<file path="config.mk">
export PLATFORM = sky130hd
export DESIGN_NAME = mem_arbiter
export DESIGN_NICKNAME = d
export VERILOG_FILES = /design/src/rtl/mem_arbiter.sv
export SDC_FILE = /design/constraint.sdc
export NUM_CORES = 1
export LEC_CHECK = 0
export CORE_MARGIN = 2
export CORE_UTILIZATION = 49
export CTS_CLUSTER_SIZE = 40
export DETAILED_ROUTE_END_ITERATION = 10
export GPL_ROUTABILITY_DRIVEN = 0
export GPL_TIMING_DRIVEN = 1
export PLACE_DENSITY = 0.81
export SLEW_MARGIN = 40
export SYNTH_ARGS = -nofsm -noshare
export SYNTH_HDL_FRONTEND = slang
export SYNTH_SLANG_ARGS = --single-unit
</file>
<file path="constraint.sdc">
create_clock -name clk -period 2.45 [get_ports clk]
set_input_delay 0.49 -clock clk [delete_from_list [all_inputs] [get_ports clk]]
set_output_delay 0.49 -clock clk [all_outputs]
set_load 0.02 [all_outputs]
</file>
<file path="src/rtl/mem_arbiter.sv">
// Memory arbiter: queues one fetch/load/store/IO request per kind and issues them,
// one at a time, to a shared byte engine with fixed priority plus fetch anti-starvation.
module mem_arbiter #(
    parameter int STARVE_LIMIT = 4
) (
    input  logic        clk,
    input  logic        rst,
    input  logic        rdy,
    input  logic        clear,
    input  logic        if_req,
    input  logic [31:0] if_addr,
    input  logic        ld_req,
    input  logic [31:0] ld_addr,
    input  logic [2:0]  ld_size,
    input  logic        ld_signed,
    input  logic        st_req,
    input  logic [31:0] st_addr,
    input  logic [2:0]  st_size,
    input  logic [31:0] st_data,
    input  logic        io_req,
    output logic        if_done,
    output logic [31:0] if_data,
    output logic        ld_done,
    output logic [31:0] ld_data,
    output logic        st_done,
    output logic        io_done,
    output logic [31:0] io_data,
    output logic        mem_valid,
    output logic [1:0]  mem_kind,
    output logic [31:0] mem_addr,
    output logic [2:0]  mem_size,
    output logic        mem_signed,
    output logic [31:0] mem_wdata,
    input  logic        mem_done,
    input  logic [31:0] mem_rdata
);
    localparam logic [1:0] K_IF = 2'd0;
    localparam logic [1:0] K_LD = 2'd1;
    localparam logic [1:0] K_ST = 2'd2;
    localparam logic [1:0] K_IO = 2'd3;
    localparam int SW = (STARVE_LIMIT < 1) ? 1 : $clog2(STARVE_LIMIT + 1);
    localparam logic [SW-1:0] LIMIT = SW'(STARVE_LIMIT);

    typedef enum logic [1:0] {S_IDLE = 2'd0, S_BUSY = 2'd1, S_DISCARD = 2'd2} state_t;

    state_t         state_q, state_d;
    logic [1:0]     cur_q, cur_d;
    logic [3:0]     pend_q, pend_d;
    logic [31:0]    if_addr_q, if_addr_d, ld_addr_q, ld_addr_d;
    logic [31:0]    st_addr_q, st_addr_d, st_data_q, st_data_d;
    logic [2:0]     ld_size_q, ld_size_d, st_size_q, st_size_d;
    logic           ld_signed_q, ld_signed_d;
    logic [SW-1:0]  starve_q, starve_d;
    logic           valid_q, valid_d, signed_q, signed_d;
    logic [1:0]     kind_q, kind_d;
    logic [31:0]    addr_q, addr_d, wdata_q, wdata_d;
    logic [2:0]     size_q, size_d;
    logic [3:0]     done_q, done_d;
    logic [31:0]    if_data_q, if_data_d, ld_data_q, ld_data_d, io_data_q, io_data_d;

    logic [3:0]     req_s, busy_s, acc_s, pend_eff_s, gnt_mask_s;
    logic           gnt_s, kill_s;
    logic [1:0]     gnt_kind_s;

    // Request acceptance and grant selection; flag vectors are indexed by kind code.
    always_comb begin
        req_s      = {io_req, st_req, ld_req, if_req};
        busy_s     = (state_q == S_BUSY) ? (4'b0001 << cur_q) : 4'b0000;
        acc_s      = req_s & ~pend_q & ~busy_s & (clear ? 4'b0100 : 4'b1111);
        pend_eff_s = (clear ? (pend_q & 4'b0100) : pend_q) | acc_s;
        gnt_s      = 1'b0;
        gnt_kind_s = K_IF;
        if (state_q == S_IDLE) begin
            gnt_s = |pend_eff_s;
            if (pend_eff_s[K_IO]) begin
                gnt_kind_s = K_IO;
            end else if (pend_eff_s[K_ST]) begin
                gnt_kind_s = K_ST;
            end else if (pend_eff_s[K_IF] && (starve_q >= LIMIT)) begin
                gnt_kind_s = K_IF;
            end else if (pend_eff_s[K_LD]) begin
                gnt_kind_s = K_LD;
            end else begin
                gnt_kind_s = K_IF;
            end
        end else begin
            gnt_s = 1'b0;
        end
        gnt_mask_s = gnt_s ? (4'b0001 << gnt_kind_s) : 4'b0000;
        kill_s     = clear && (cur_q != K_ST);
    end

    // Next-state, latched request fields, issue and completion outputs.
    always_comb begin
        state_d     = state_q;
        cur_d       = cur_q;
        pend_d      = pend_eff_s & ~gnt_mask_s;
        if_addr_d   = acc_s[K_IF] ? if_addr   : if_addr_q;
        ld_addr_d   = acc_s[K_LD] ? ld_addr   : ld_addr_q;
        ld_size_d   = acc_s[K_LD] ? ld_size   : ld_size_q;
        ld_signed_d = acc_s[K_LD] ? ld_signed : ld_signed_q;
        st_addr_d   = acc_s[K_ST] ? st_addr   : st_addr_q;
        st_size_d   = acc_s[K_ST] ? st_size   : st_size_q;
        st_data_d   = acc_s[K_ST] ? st_data   : st_data_q;
        valid_d     = 1'b0;
        kind_d      = kind_q;
        addr_d      = addr_q;
        size_d      = size_q;
        signed_d    = signed_q;
        wdata_d     = wdata_q;
        done_d      = 4'b0000;
        if_data_d   = if_data_q;
        ld_data_d   = ld_data_q;
        io_data_d   = io_data_q;

        if (clear) begin
            starve_d = '0;
        end else if (gnt_s && (gnt_kind_s == K_IF)) begin
            starve_d = '0;
        end else if (!pend_eff_s[K_IF]) begin
            starve_d = '0;
        end else if (gnt_s && (gnt_kind_s == K_LD) && (starve_q < LIMIT)) begin
            starve_d = starve_q + SW'(1);
        end else begin
            starve_d = starve_q;
        end

        case (state_q)
            S_IDLE: begin
                if (gnt_s) begin
                    valid_d = 1'b1;
                    kind_d  = gnt_kind_s;
                    cur_d   = gnt_kind_s;
                    state_d = S_BUSY;
                    case (gnt_kind_s)
                        K_IF: begin
                            addr_d = if_addr_d; size_d = 3'd4; signed_d = 1'b0; wdata_d = 32'd0;
                        end
                        K_LD: begin
                            addr_d = ld_addr_d; size_d = ld_size_d; signed_d = ld_signed_d; wdata_d = 32'd0;
                        end
                        K_ST: begin
                            addr_d = st_addr_d; size_d = st_size_d; signed_d = 1'b0; wdata_d = st_data_d;
                        end
                        default: begin
                            addr_d = 32'd0; size_d = 3'd1; signed_d = 1'b0; wdata_d = 32'd0;
                        end
                    endcase
                end else begin
                    state_d = S_IDLE;
                end
            end
            S_BUSY: begin
                // A flush coinciding with completion of a non-store simply drops the result.
                if (mem_done) begin
                    state_d = S_IDLE;
                    if (!kill_s) begin
                        done_d = 4'b0001 << cur_q;
                        case (cur_q)
                            K_IF:    if_data_d = mem_rdata;
                            K_LD:    ld_data_d = mem_rdata;
                            K_IO:    io_data_d = {24'd0, mem_rdata[7:0]};
                            default: if_data_d = if_data_q;
                        endcase
                    end else begin
                        done_d = 4'b0000;
                    end
                end else if (kill_s) begin
                    state_d = S_DISCARD;
                end else begin
                    state_d = S_BUSY;
                end
            end
            S_DISCARD: state_d = mem_done ? S_IDLE : S_DISCARD;
            default:   state_d = S_IDLE;
        endcase
    end

    // State register; everything freezes while rdy is low.
    always_ff @(posedge clk) begin
        if (rst) begin
            state_q <= S_IDLE;     cur_q <= 2'd0;        pend_q <= 4'd0;
            if_addr_q <= 32'd0;    ld_addr_q <= 32'd0;   st_addr_q <= 32'd0;
            st_data_q <= 32'd0;    ld_size_q <= 3'd0;    st_size_q <= 3'd0;
            ld_signed_q <= 1'b0;   starve_q <= '0;       valid_q <= 1'b0;
            kind_q <= 2'd0;        addr_q <= 32'd0;      size_q <= 3'd0;
            signed_q <= 1'b0;      wdata_q <= 32'd0;     done_q <= 4'd0;
            if_data_q <= 32'd0;    ld_data_q <= 32'd0;   io_data_q <= 32'd0;
        end else if (rdy) begin
            state_q <= state_d;    cur_q <= cur_d;       pend_q <= pend_d;
            if_addr_q <= if_addr_d; ld_addr_q <= ld_addr_d; st_addr_q <= st_addr_d;
            st_data_q <= st_data_d; ld_size_q <= ld_size_d; st_size_q <= st_size_d;
            ld_signed_q <= ld_signed_d; starve_q <= starve_d; valid_q <= valid_d;
            kind_q <= kind_d;      addr_q <= addr_d;     size_q <= size_d;
            signed_q <= signed_d;  wdata_q <= wdata_d;   done_q <= done_d;
            if_data_q <= if_data_d; ld_data_q <= ld_data_d; io_data_q <= io_data_d;
        end
    end

    // Pulses held over a stall are presented once rdy returns.
    assign mem_valid  = valid_q & rdy;
    assign if_done    = done_q[K_IF] & rdy;
    assign ld_done    = done_q[K_LD] & rdy;
    assign st_done    = done_q[K_ST] & rdy;
    assign io_done    = done_q[K_IO] & rdy;
    assign mem_kind   = kind_q;
    assign mem_addr   = addr_q;
    assign mem_size   = size_q;
    assign mem_signed = signed_q;
    assign mem_wdata  = wdata_q;
    assign if_data    = if_data_q;
    assign ld_data    = ld_data_q;
    assign io_data    = io_data_q;
endmodule
</file>
### Placement by cell class

Scale bar: 50 µm. Fill, decap, tap and diode cells in gray.
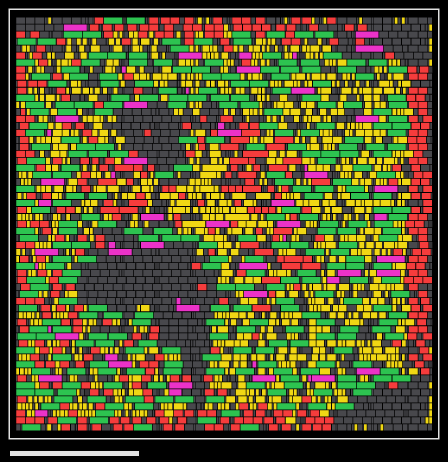
remaining buffers and delay cells -> red  # cells 388, share of their area 23%
clock drivers and dummy loads -> magenta  # cells 55, share of their area 5.9%
remaining logic cells -> yellow  # cells 1115, share of their area 37%
sequential cells -> green  # cells 291, share of their area 34%

==> metrics.yaml <==
outcome:
  status: "finished clean"
floorplanning:
  io-pin-count: 347
synthesis:
  ys_sh_mux_pct: 10.5
  netlist_area_um2: 12900
  logic_family: "AND-OR/OR-AND gates"
  synth-xor-area-share_pct: 0
  edf_count: 0
  synth_warnings: 0
  synth_adder_area_share_pct: 0.0974
run:
  warnings: 28
layout:
  n_antenna_cell: 0
  syn_to_final_growth_pct: 38.3
  drive_gt1_share_pct: 9.95
cts:
  clkTransAtPathRegs_ns: 0.07
  clock-sinks: 291
  clockRootBuffer: "clkbuf_16"
  hold_buffers: 0
  insertion_delay_ns: 0.55
routing:
  num_vias: 12700
  wl_per_cell_um: 19.3
  wl_um: 42100
  drt-initial-drc-count: 1065
grt:
  antenna_found_initial: 1
  track_usage_pct: 29.0
  overflow: 0
final_timing:
  finalSetupViolCount: 0
  rsz0062_at_grt: "no"
  timing.slew.headroom_pct: 60.0
  drv_slew: 0
  fin_skew_ns: 0.00638
  fin_crit_sh_pct: 95.1
placement:
  numPortBuffers: 322
  place_inst: 2129
setup_path:
  required_ns: 1.96
  worstPathArrival_ns: 1.84
  crit_fanout: 8
pwr:
  p_per_area_nw_per_um2: 652
  leakagePower_nw: 6.17
### Cell outlines without signal wires

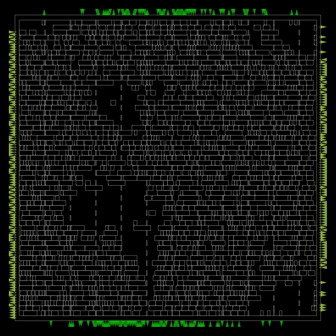
core area: 25900 µm²
flop count: 291
Finished Core Util: 68.6%
Finished Layout Cells: 2184
# rows: 59

-- layout make-up --
type | count | area, µm² | share of cell area [%]
repair buffers | 388 | 4040 | 22.7
clock inverters | 11 | 135 | 0.760
well taps | 335 | 419 | 2.36
multi-input cells | 1109 | 6440 | 36.2
flip-flops and latches | 291 | 5830 | 32.8
inverters | 6 | 22.5 | 0.127
clock buffers | 44 | 895 | 5.03
-- path summary, 6_finish.rpt --
| path | startpoint | end | slack, ns | cells after the start |
|---|---|---|---|---|
| worst max-delay path | mem_kind[0] | mem_kind[0] | 0.12 | 2 |
| worst min-delay path | rdy | st_data_q[6] | 0.34 | 2 |
| worst max register to register | state_q[1] | mem_wdata[4] | 0.24 | 7 |
| worst min register to register | ld_data[1] | ld_data[1] | 0.45 | 2 |
-- cell families after synthesis --
| family | count (synthesis) |
|---|---|
| AOI/OAI and AO/OA | 423 |
| adders and majority gates | 1 |
| buffers and inverters | 164 |
| DFF | 291 |
| muxes | 131 |
| other | 1 |
| and+or+nand+nor | 530 |
-- metrics by stage --
step | area [µm²] | hold WS, ns
6_report | 17800 | 0.339
5_1_grt | 17800 | 0.364
4_1_cts | 17800 | 0.331
3_5_place_dp | 16700 | 0.446
3_3_place_gp | 16700 | 0.437
2_1_floorplan | 12900 | 0.434
-- power by group --
group	internal (W)	switching [W]
Clock	0.00283	0.00191
Combinational	0.000836	0.00101
Sequential	0.00490	0.000112
-- cells in the mapped netlist (2+ instances only) --
library cell,count
o21ai_0,30
or2_2,13
buf_4,31
a21oi_1,226
dfxtp_1,291
a32o_1,2
buf_6,2
a211oi_1,22
a21o_1,13
nand2b_1,2
o211ai_1,66
o2bb2ai_1,2
nand4bb_1,2
buf_2,22
a2111oi_2,2
clkbuf_1,102
nand4b_1,2
inv_1,5
nand3b_1,3
or3_1,2
and3b_1,3
or2_1,8
nand2_1,391
nand3_1,4
o211a_1,2
nor2b_1,2
o21ai_1,10
nand4_1,32
o221a_1,2
mux2_2,32
and2_1,6
o22a_1,33
nor3_1,8
nor2_1,41
mux2i_1,99
-- worst max-delay path, cell delays in order, from the launching register on --
cell,delay [ns]
dfxtp_1,0.45
buf_4,0.20
clkdlybuf4s50_1,0.64
-- layer usage --
metal	wire length, µm	vias to the layer above	GRT usage, %	share of wire, %
met5	0	-	0	0
met4	1420	0	9.41	3.4
met3	4690	101	8.84	11
met2	19800	695	49.1	47
met1	16200	5995	35.4	38
li1	-	5896	-	-
-- registers in the layout, indices dropped and copies added (netlist names), 8 cells and up --
register   flops
if_addr_q     32
if_data       32
io_data        8
ld_addr_q     32
ld_data       32
mem_addr      32
mem_wdata     32
st_addr_q     32
st_data_q     32
-- placed cells by master (no fill, tap or decap), types with 5 or more instances in the layout --
master	n
o21ai_1	10
nor2_1	39
clkbuf_1	6
clkdlybuf4s50_1	320
a21oi_1	226
inv_1	5
mux2_2	32
dfxtp_1	290
mux2i_1	99
a211oi_1	22
nor3_1	5
o21ai_0	30
and2_1	6
buf_12	24
or2_1	9
nand2_1	390
buf_4	41
o22a_1	33
clkbuf_8	8
clkinv_2	6
or2_2	13
conb_1	24
nand4_1	32
o211ai_1	66
a21o_1	13
clkbuf_16	31
Power is estimated from default activity; no workload was simulated.
